File: src/rtl/tlp_fifo_pkg.sv
// Shared constants and control bundle for the TLP slice FIFO.
// Default geometry is 8 entries of 4-bit data slices.
package tlp_fifo_pkg;

    localparam int DATA_WIDTH_DEF      = 4;
    localparam int ADDR_WIDTH_DEF      = 3;
    localparam int DEPTH_DEF           = 2 ** ADDR_WIDTH_DEF;
    localparam int ALMOST_FULL_TH_DEF  = 6;
    localparam int ALMOST_EMPTY_TH_DEF = 2;

    typedef struct packed {
        logic push_ok;
        logic pop_ok;
        logic ovf;
        logic udf;
    } fifo_ctl_t;

endpackage

File: src/rtl/tlp_fifo_mem.sv
// Register-array storage with a synchronous write port and a
// registered read port whose output clears on reset.
module tlp_fifo_mem
    import tlp_fifo_pkg::*;
#(
    parameter int DATA_WIDTH = DATA_WIDTH_DEF,
    parameter int ADDR_WIDTH = ADDR_WIDTH_DEF
) (
    input  logic                  clk,
    input  logic                  reset,
    input  logic                  we,
    input  logic [ADDR_WIDTH-1:0] waddr,
    input  logic [DATA_WIDTH-1:0] wdata,
    input  logic                  re,
    input  logic [ADDR_WIDTH-1:0] raddr,
    output logic [DATA_WIDTH-1:0] rdata
);

    localparam int DEPTH = 2 ** ADDR_WIDTH;

    logic [DATA_WIDTH-1:0] mem_q [DEPTH];
    logic [DATA_WIDTH-1:0] mem_d [DEPTH];
    logic [DATA_WIDTH-1:0] rdata_q;
    logic [DATA_WIDTH-1:0] rdata_d;

    always_comb begin
        mem_d = mem_q;
        if (we) begin
            mem_d[waddr] = wdata;
        end
    end

    // Read samples the pre-write array, so a same-edge write to the
    // slot being read never leaks through.
    always_comb begin
        rdata_d = rdata_q;
        if (re) begin
            rdata_d = mem_q[raddr];
        end
    end

    always_ff @(posedge clk) begin
        mem_q <= mem_d;
    end

    always_ff @(posedge clk or posedge reset) begin
        if (reset) begin
            rdata_q <= '0;
        end else begin
            rdata_q <= rdata_d;
        end
    end

    assign rdata = rdata_q;

endmodule

File: src/rtl/tlp_fifo.sv
// Single-clock FIFO for TLP data slices: pointers, occupancy,
// flow-control flags and a sticky overflow/underflow error.
module tlp_fifo
    import tlp_fifo_pkg::*;
#(
    parameter int DATA_WIDTH      = DATA_WIDTH_DEF,
    parameter int ADDR_WIDTH      = ADDR_WIDTH_DEF,
    parameter int ALMOST_FULL_TH  = ALMOST_FULL_TH_DEF,
    parameter int ALMOST_EMPTY_TH = ALMOST_EMPTY_TH_DEF
) (
    input  logic                  clk,
    input  logic                  reset,
    input  logic [DATA_WIDTH-1:0] data_a,
    input  logic                  push,
    input  logic                  pop,
    output logic [DATA_WIDTH-1:0] q_b,
    output logic                  full,
    output logic                  empty,
    output logic                  almost_full,
    output logic                  almost_empty,
    output logic                  error
);

    localparam int DEPTH = 2 ** ADDR_WIDTH;
    localparam int CW    = ADDR_WIDTH + 1;

    localparam logic [CW-1:0] DEPTH_C = CW'(DEPTH);
    localparam logic [CW-1:0] AF_C    = CW'(ALMOST_FULL_TH);
    localparam logic [CW-1:0] AE_C    = CW'(ALMOST_EMPTY_TH);

    logic [ADDR_WIDTH-1:0] wr_ptr_q, wr_ptr_d;
    logic [ADDR_WIDTH-1:0] rd_ptr_q, rd_ptr_d;
    logic [CW-1:0]         count_q, count_d;
    logic                  error_q, error_d;
    fifo_ctl_t             ctl;

    assign full         = (count_q == DEPTH_C);
    assign empty        = (count_q == '0);
    assign almost_full  = (count_q >= AF_C);
    assign almost_empty = (count_q <= AE_C);
    assign error        = error_q;

    // A pop frees a slot in the same edge, so push is allowed when full.
    always_comb begin
        ctl.push_ok = push && (!full || pop);
        ctl.pop_ok  = pop && !empty;
        ctl.ovf     = push && full && !pop;
        ctl.udf     = pop && empty && !push;

        wr_ptr_d = wr_ptr_q + ADDR_WIDTH'(ctl.push_ok);
        rd_ptr_d = rd_ptr_q + ADDR_WIDTH'(ctl.pop_ok);
        error_d  = error_q | ctl.ovf | ctl.udf;

        count_d = count_q;
        unique case ({ctl.push_ok, ctl.pop_ok})
            2'b10:   count_d = count_q + CW'(1);
            2'b01:   count_d = count_q - CW'(1);
            default: count_d = count_q;
        endcase
    end

    always_ff @(posedge clk or posedge reset) begin
        if (reset) begin
            wr_ptr_q <= '0;
            rd_ptr_q <= '0;
            count_q  <= '0;
            error_q  <= 1'b0;
        end else begin
            wr_ptr_q <= wr_ptr_d;
            rd_ptr_q <= rd_ptr_d;
            count_q  <= count_d;
            error_q  <= error_d;
        end
    end

    tlp_fifo_mem #(
        .DATA_WIDTH(DATA_WIDTH),
        .ADDR_WIDTH(ADDR_WIDTH)
    ) u_mem (
        .clk   (clk),
        .reset (reset),
        .we    (ctl.push_ok),
        .waddr (wr_ptr_q),
        .wdata (data_a),
        .re    (ctl.pop_ok),
        .raddr (rd_ptr_q),
        .rdata (q_b)
    );

endmodule

File: config.mk
export PLATFORM = sky130hd
export DESIGN_NAME = tlp_fifo
export DESIGN_NICKNAME = d
export VERILOG_FILES = /design/src/rtl/tlp_fifo_pkg.sv /design/src/rtl/tlp_fifo_mem.sv /design/src/rtl/tlp_fifo.sv
export SDC_FILE = /design/constraint.sdc
export NUM_CORES = 1
export LEC_CHECK = 0
export ABC_AREA = 1
export CAP_MARGIN = 20
export CORE_UTILIZATION = 48
export CTS_CLUSTER_DIAMETER = 200
export DETAILED_ROUTE_END_ITERATION = 6
export GPL_ROUTABILITY_DRIVEN = 1
export GPL_TIMING_DRIVEN = 0
export PLACE_DENSITY_LB_ADDON = 0.1
export SLEW_MARGIN = 15
export SYNTH_ARGS = -nofsm -noshare
export SYNTH_HDL_FRONTEND = slang
export SYNTH_HIERARCHICAL = 1
export SYNTH_SLANG_ARGS = --single-unit
File: constraint.sdc
create_clock -name clk -period 2 [get_ports clk]
set_clock_uncertainty 0.15 [all_clocks]
set_input_delay 0.2 -clock clk [delete_from_list [all_inputs] [get_ports clk]]
set_output_delay 0.2 -clock clk [all_outputs]
set_load 0.05 [all_outputs]
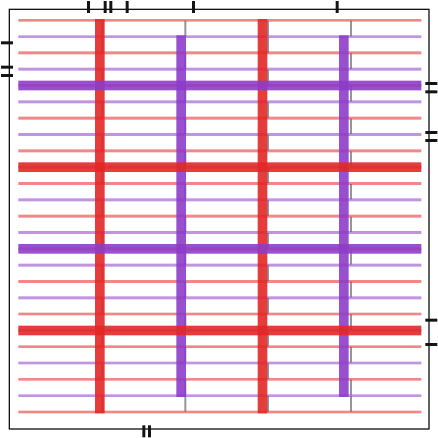
*Power grid, run 1*
Drawn at 6 px/µm. Pins as bars on the die edge. Tap cells in grey.
net	colour
VDD	purple
VSS	red
met5 straps	4
rows	24
Die Height: 69.72 µm
core outline area: 0.004384 mm²
horizontal extent of the die: 69.72 µm
Peak VDD IR: 0.0008705 V

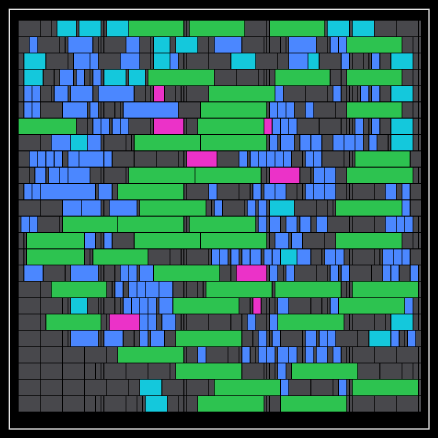
*Placed cells, one colour a class, run 1*
Drawn at 6 px/µm. Fill, decap, tap and diode cells in grey.
class	colour	cells	share of their area
remaining logic cells	blue	175	35%
remaining buffers and delay cells	cyan	26	9.4%
registers	green	47	52%
clock drivers and dummy loads	magenta	8	3.2%
Rows: 24
flip-flop and latch share of the layout cell area: 51.02%

==> notes.md, run 1 <==
Main metrics from the flow reports.

The flow ran to the end, and the final reports show no timing, DRC or antenna violations. The number of well-tap cells placed came out at 52. For this run, the leading register cell type out of synthesis is sky130_fd_sc_hd__edfxtp_1.

The first TritonRoute pass finished after 4 iterations. The flow reports that combinational logic draws 46.7% of the design power. The power share of the sequential group came out at 38.9%.

The post-detailed-placement cell area came out at 0.002479 mm². The cell family contributing the most delay on the critical path is buffers and inverters. For the worst reg-to-reg path, the endpoint reported by OpenROAD is count_q[2]$_DFFE_PP0P_. The mapped cell area came out at 0.002201 mm². The power report lists the combinational group at 1.75 mW.

Sorting the Yosys area breakdown by cell type puts at the top sky130_fd_sc_hd__edfxtp_1. After synthesis, flip-flops and latches occupy 60.72% of the total area. The non-clock buffer total of the final layout is 26. The average size of a mapped cell is 9.738 µm². The cell area power density is 1430 mW/mm². The max-slew headroom at the worst pin came out at 67.33%. Setup repair after global routing could not meet its margin everywhere. The non-clock buffer contribution to total cell area is 9.147%. STA classifies the critical path startpoint as a flop.

The final instance area is 0.002626 mm². The number of antenna violations at the first check in global routing was 0. Counting buffers and inverters, the worst setup path is 4 cells deep. The number of cells traversed by the worst register-to-register path came out at 11. The nature of the critical path endpoint is an output port.

The switching power share of the total is 42.25%. The last weighted congestion value of the routability-driven placer came out at 0.7681. The cell type of the slowest stage on the worst timing path is sky130_fd_sc_hd__dlygate4sd2_1.

The post-synthesis adder-cell area fraction came out at 3.980%. The critical path data arrival time is 1.61 ns. Non-clock inverters in the final layout number 44.

The minimum period implied by the final worst setup slack came out at 1.960 ns. Cells fill 59.90% of the core in the end. Per the post-place timing report, worst setup slack is -0.2318 ns. The fraction of area in multi-input gates is 27.73%. The global-route layer with the greatest usage is met2. The filler cell count in the final layout is 402. Summing the areas of all compound-gate instances in the mapped netlist gives 1.819% of the synthesized area. The number of placed I/O pins is 17. The area occupied by registers came out at 0.001340 mm². The max-capacitance violation count is 0. The share of synthesized cell area in and, or, nand and nor gates is 22.29%. The first-pass GRT wire length is 6.486 mm. The multi-input combinational cell area is 728.2 µm².

The minimum hold slack is 0.3286 ns. After routing, the total negative slack on setup checks comes to 0 ns. In this run the critical register-to-register path is launched from count_q[3]$_DFFE_PP0P_. The total leakage power came out at 1.210 nW.

Routed signal wires occupy layers up through met4. Wire segments on met3 add up to 172 µm in the final route. The net count of the finished layout is 270. The power of the clock network is 0.539 mW. The number of non-filler instances in the completed layout came out at 308. The wire length reported by the detailed router came out at 3.962 mm. The clock reaches the later pin of the worst-skew pair after 0.30 ns.

In the synthesized netlist, mux cells make up 0% of the area. The sum of met2 wire segment lengths after detailed routing is 1.962 mm. In the global route stage, overall resource usage came out at 17.80%. Counting endpoints that fail hold in the final report gives 0. The post-CTS setup buffer count is 5. The synth_stat.txt file lists the number of cells as 226. Per STA, the worst path is made up of nor2_2 > nand2_2 > clkinvlp_4 > dlygate4sd2_1.

The total routed wire length on the met1 layer is 1.786 mm. In this run the worst path has a maximum fanout of 5. The slack of the critical path is 0.03977 ns. The register bit total from synthesis came out at 47. The quantity of hold-fixing buffers added after cts is 1.

Of the cells placed in the final design, the portion with a size suffix greater than 1 is 17.19%. In this build the clock could be raised as far as 0.5101 GHz. The final-layout clock buffer total came out at 6. In this run the register-to-register setup slack is 0.05 ns. The number of warning messages in the logs is 29.

The register with the most flip-flops in the final layout is u_mem/mem_q. The total power of the final layout is 3.755 mW. Ranked by total area, the top cell class in this layout is registers. The most numerous logic cell after layout is sky130_fd_sc_hd__nand2_1.
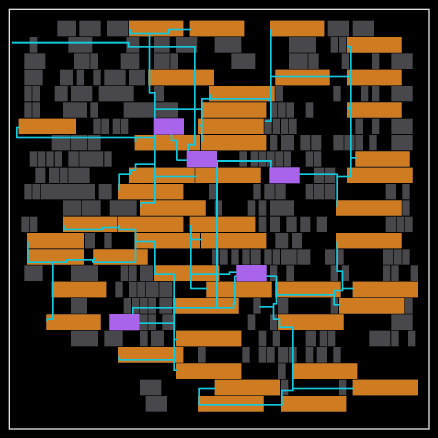
*Routed clock nets over the placement, run 1*
Drawn at 6 px/µm.
[flip-flops] orange | count: 47
[clock-net drivers] purple | count: 5
[clock wires] cyan | length: 529 µm
flops lie	spread over the die
routed clock nets	6

### Metal layers overlaid, run 1

Drawn at 6 px/µm.
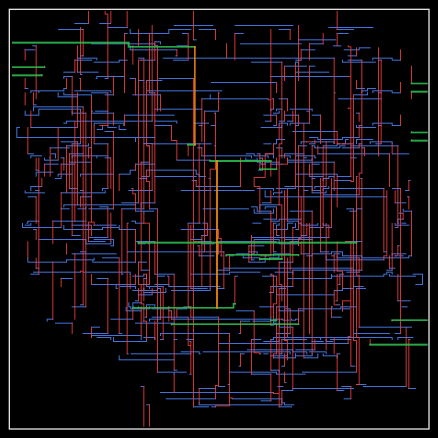

==> run 2, diff against run 1 <==
- clock period: 2 -> 2.2 ns (I/O delays scaled with it)
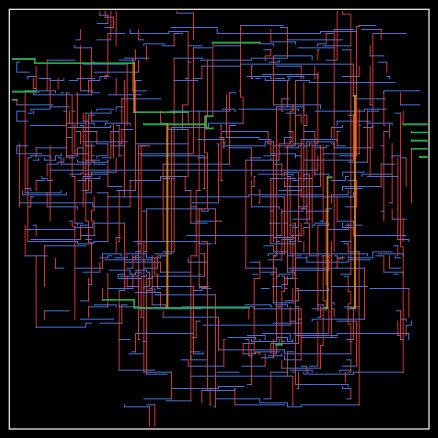
*Metal layers overlaid, run 2*
Drawn at 6 px/µm.
layer	colour	wire length
M4	orange	95.9 µm
M1	blue	1860 µm
M2	red	1960 µm
M3	green	98.2 µm
Via Count: 1480
Routed WL per cell: 12.95 µm
Final Routed Wirelength: 4.014 mm
overall global routing resource usage: 18.25%

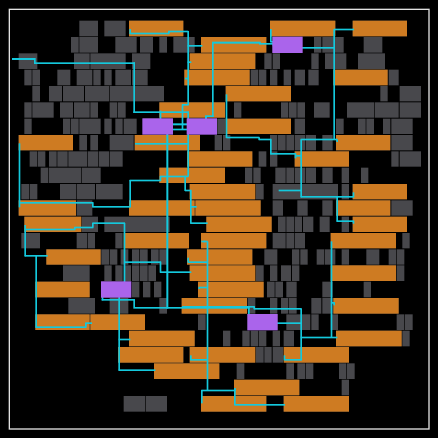
*Routed clock nets over the placement, run 2*
Drawn at 6 px/µm.
[clock-net drivers] purple | count: 5
[clock wires] cyan | length: 549 µm
[flip-flops] orange | count: 47
routed clock nets	6
flops lie	spread over the die

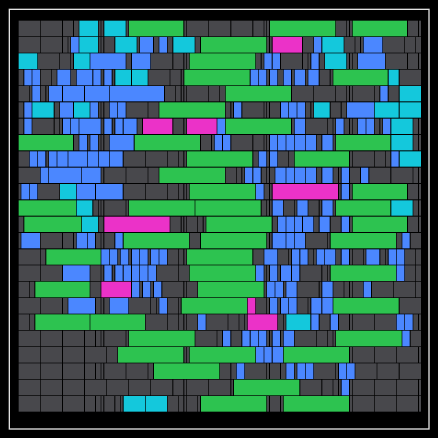
*Placed cells, one colour a class, run 2*
Drawn at 6 px/µm. Fill, decap, tap and diode cells in grey.
class	colour	cells	share of their area
clock drivers and dummy loads	magenta	8	5.1%
remaining logic cells	blue	175	34%
registers	green	47	52%
remaining buffers and delay cells	cyan	28	9.8%
post-layout util: 60.67%
post-route cell area: 0.002660 mm²

==> run 2 against run 1 <==
Compared with the run above:
- first-iteration DRC count down 9.4%
- sequential cell count unchanged
- worst setup slack improved by 0.048 ns
- critical path depth is 1 lower
- routed wire length is 1.3% higher
- critical endpoint is now almost_full
- largest cell class unchanged
- highest routed layer unchanged
==> notes.md, run 2 <==
Main metrics from the flow reports.

The distinct cell type count of the synthesized netlist is 23. The final total negative setup slack is 0 ns. The aoi/oai-family share of the synthesized area came out at 1.819%. The filler cell count in the final layout is 372. The floorplan step set the die height to 69.72 µm.

The fraction of area in multi-input gates came out at 26.25%. The post-placement cell area is 0.002467 mm². The power of the clock network came out at 0.739 mW.

The worst slack at placement is -0.07632 ns. The timing-limited maximum frequency came out at 0.4734 GHz. The quantity of hold-fixing buffers added after cts is 1.

The minimum period implied by the final worst setup slack came out at 2.112 ns. In the final design database the tool counted 272 nets. STA classifies the critical path startpoint as a flop. The mapped cell area is 0.002201 mm². The power share of the sequential group is 36.4%.

Dividing the final minimum period by the clock period gives 96.02%. Per the hold report, the tightest min-delay path originates at error$_DFF_PP0_. The number of iterations in the first detailed-routing pass is 4. The flow inserted 52 tap cells.

The post-route report lists met1 wire length as 1.863 mm. For reference, the final report shows the max-slew violation count at 0. The highest signal layer in the routed design is met4. The flow ran to the end, and the final reports show no timing, DRC or antenna violations. The startpoint identified for the worst register-to-register timing path is count_q[0]$_DFFE_PP0P_. The register bit total from synthesis came out at 47. u_mem/mem_q holds more flip-flops than any other register. The area of the core region came out at 0.004384 mm². The worst path meets setup with 0.08752 ns of slack. Traced cell by cell, the critical path runs through nor2_2 > nor2_1 > clkdlybuf4s50_1.

The number of cells traversed by the worst register-to-register path came out at 11. The number of placed I/O pins came out at 17. The non-clock inverter count in the final layout came out at 44.

The global-route layer with the greatest usage is met2. The capture point of the worst register-to-register path is recorded as count_q[2]$_DFFE_PP0P_. The total number of cells along the worst setup path is 3. The met1 demand-to-capacity share in global routing came out at 23.40%.

In this run the worst setup path begins at count_q[3]$_DFFE_PP0P_. The commonest register cell after synthesis is sky130_fd_sc_hd__edfxtp_1. The last weighted congestion value of the routability-driven placer came out at 0.7818. The switching power share of the total came out at 39.30%. The layout report lists the multi-input gate area as 698.2 µm². The first-pass GRT wire length is 6.762 mm. The root buffer cell chosen for the clock tree is sky130_fd_sc_hd__clkbuf_8.

The number of nets at floorplan is 241. The leakage component of the power was reported as 1.246 nW. Max fanout on the critical path was recorded as 5. The sequential share of the synthesized area came out at 60.72%.

The layout summary lists the proportion of cells stronger than drive strength 1 as 15.50%. The max-capacitance violation count is 0. The largest area contributor in the netlist is sky130_fd_sc_hd__edfxtp_1. The post-CTS setup buffer count came out at 0. The cell area power density is 1376 mW/mm². The combinational cell fraction of total power came out at 43.4%.

The final hold violation count recorded for this run is 0. The post-synthesis adder-cell area fraction is 3.980%. The number of non-filler instances in the completed layout is 310. Summing internal, switching and leakage power gives 3.661 mW. The worst voltage drop across the vdd grid came out at 0.0006984 V. The final-layout clock buffer total is 6. The power attributed to combinational cells came out at 1.59 mW.

The max-slew headroom at the worst pin came out at 65.50%. The critical path data arrival time is 1.74 ns. The site row count is 24. The global routing usage on met3 came out at 4.360%. Buffers outside the clock tree occupy 9.548% of the routed design's cell area. The fraction of cell area in sequential cells is reported as 50.33%. The routed design uses 1.957 mm of met2 wire. The average size of a mapped cell came out at 9.738 µm². Ranked by total area, the top cell class in this layout is registers. The clock latency on the worst-skew pair came out at 0.30 ns. Per the cell usage report, the commonest logic cell in the layout is sky130_fd_sc_hd__nand2_1. Yosys stat counts 226 cells in the synthesized netlist. The number of antenna violations at the first check in global routing is 0. On the critical path, the stage with the largest delay is an instance of sky130_fd_sc_hd__clkdlybuf4s50_1. The share of synthesized cell area in and, or, nand and nor gates came out at 22.29%.

The kind of cell with the highest combined delay on the critical path is buffers and inverters. The slack of the worst reg-to-reg path is 0.14 ns. Setup repair after global routing left no endpoint under its margin. The length of routed met3 wiring is 98 µm.

The mux cell area share after synthesis came out at 0%. Registers take 0.001339 mm². The worst setup path is captured at an output port. OpenROAD emitted warnings numbering 28. The leftover overflow at the end of global routing is 0. The non-clock buffer total of the final layout is 28. The minimum hold slack came out at 0.3214 ns. The power consumed by sequential cells is 1.33 mW.
### Power grid, run 2

Drawn at 6 px/µm. Pins as bars on the die edge. Tap cells in grey.
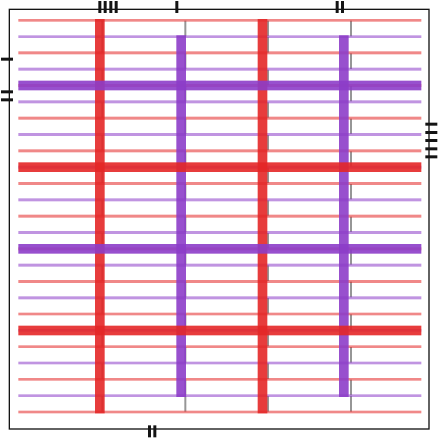

==> run 3, diff against run 2 <==
- CAP_MARGIN: 20 -> default
- clock period: 2.2 -> 1.9 ns (I/O delays scaled with it)
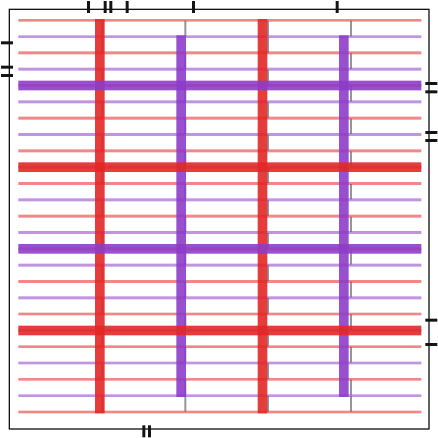
*Power grid, run 3*
Drawn at 6 px/µm. Pins as bars on the die edge. Tap cells in grey.
net	colour
VSS	red
VDD	purple
signal pins	17
tap cells	52
rows	24
Peak VDD IR: 0.0009857 V

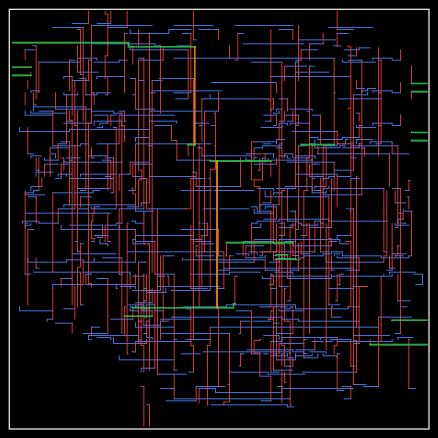
*Metal layers overlaid, run 3*
Drawn at 6 px/µm.
layer	colour	wire length
M1	blue	1870 µm
M3	green	118 µm
M2	red	2070 µm
M4	orange	40.8 µm

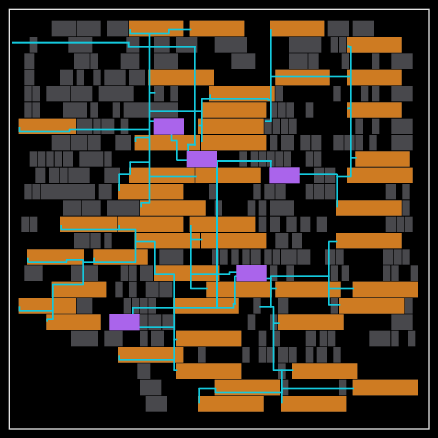
*Routed clock nets over the placement, run 3*
Drawn at 6 px/µm.
[clock wires] cyan | length: 540 µm
[flip-flops] orange | count: 47
[clock-net drivers] purple | count: 5
flops lie	spread over the die
routed clock nets	6

==> run 3 against run 2 <==
Compared with the run above:
- the flow now finishes with violations (negative setup slack)
- clock-buffer cell count did not move
- area after synthesis unchanged
- worst setup slack got worse by 0.11 ns
- critical endpoint is now count_q[2]$_DFFE_PP0P_
- register-to-register slack got worse by 0.17 ns
- clock power is 22% lower
==> notes.md, run 3 <==
Main metrics from the flow reports.

The final reports fail on negative setup slack. The total power of the final layout came out at 4.065 mW. The power share of the sequential group is 38.0%. The final clock period utilization by the worst path is 101.4%. The combinational cell fraction of total power is 47.9%.

The minimum hold slack came out at 0.3285 ns. After clock tree synthesis, the setup repair step added 5 buffers. The sum of met2 wire segment lengths after detailed routing came out at 2.072 mm. The number of antenna violations at the first check in global routing is 0.

According to the timing report, the critical path is launched from count_q[1]$_DFFE_PP0P_. The flow reported a cell area power density of 1516 mW/mm². Non-clock buffering takes up 10.03% of total cell area after layout. The number of vias after detailed routing is 1485. The final tally of setup violations is 1. The flop share of the area is 50.02%. In the final layout, multi-input gates take up 28.09% of the cell area. The timing-limited maximum frequency is 0.5192 GHz. The timing report gives the worst reg2reg path a setup slack of -0.03 ns. The met1 demand-to-capacity share in global routing is 22.11%. The multi-input combinational cell area came out at 753.2 µm². The number of cells traversed by the worst register-to-register path came out at 11. Looking at area per cell type in the netlist, the leader is sky130_fd_sc_hd__edfxtp_1. After detailed routing, the total wire length is 4.097 mm. Per the layout report, the design carries 44 non-clock inverters. Per the synth stats, the flop cell with the highest instance count is sky130_fd_sc_hd__edfxtp_1. The die extent in x came out at 69.72 µm. In this run the tightest slew margin relative to its limit is 67.33%.

The run finished, with violations left. Measured along the y axis, the die boundary spans 69.72 µm. The slack of the critical path is -0.02606 ns.

Synthesis instantiated 23 different standard cells from the library. The register bit total from synthesis came out at 47. The number of warning messages in the logs is 30. The mapped cell area came out at 0.002201 mm².

The post-detailed-placement cell area is 0.002479 mm². The worst hold path begins at u_mem/rdata[0]$_DFFE_PP0P_. The minimum period implied by the final worst setup slack came out at 1.926 ns.
No activity file was given, so power comes from the tool's default toggle rates.
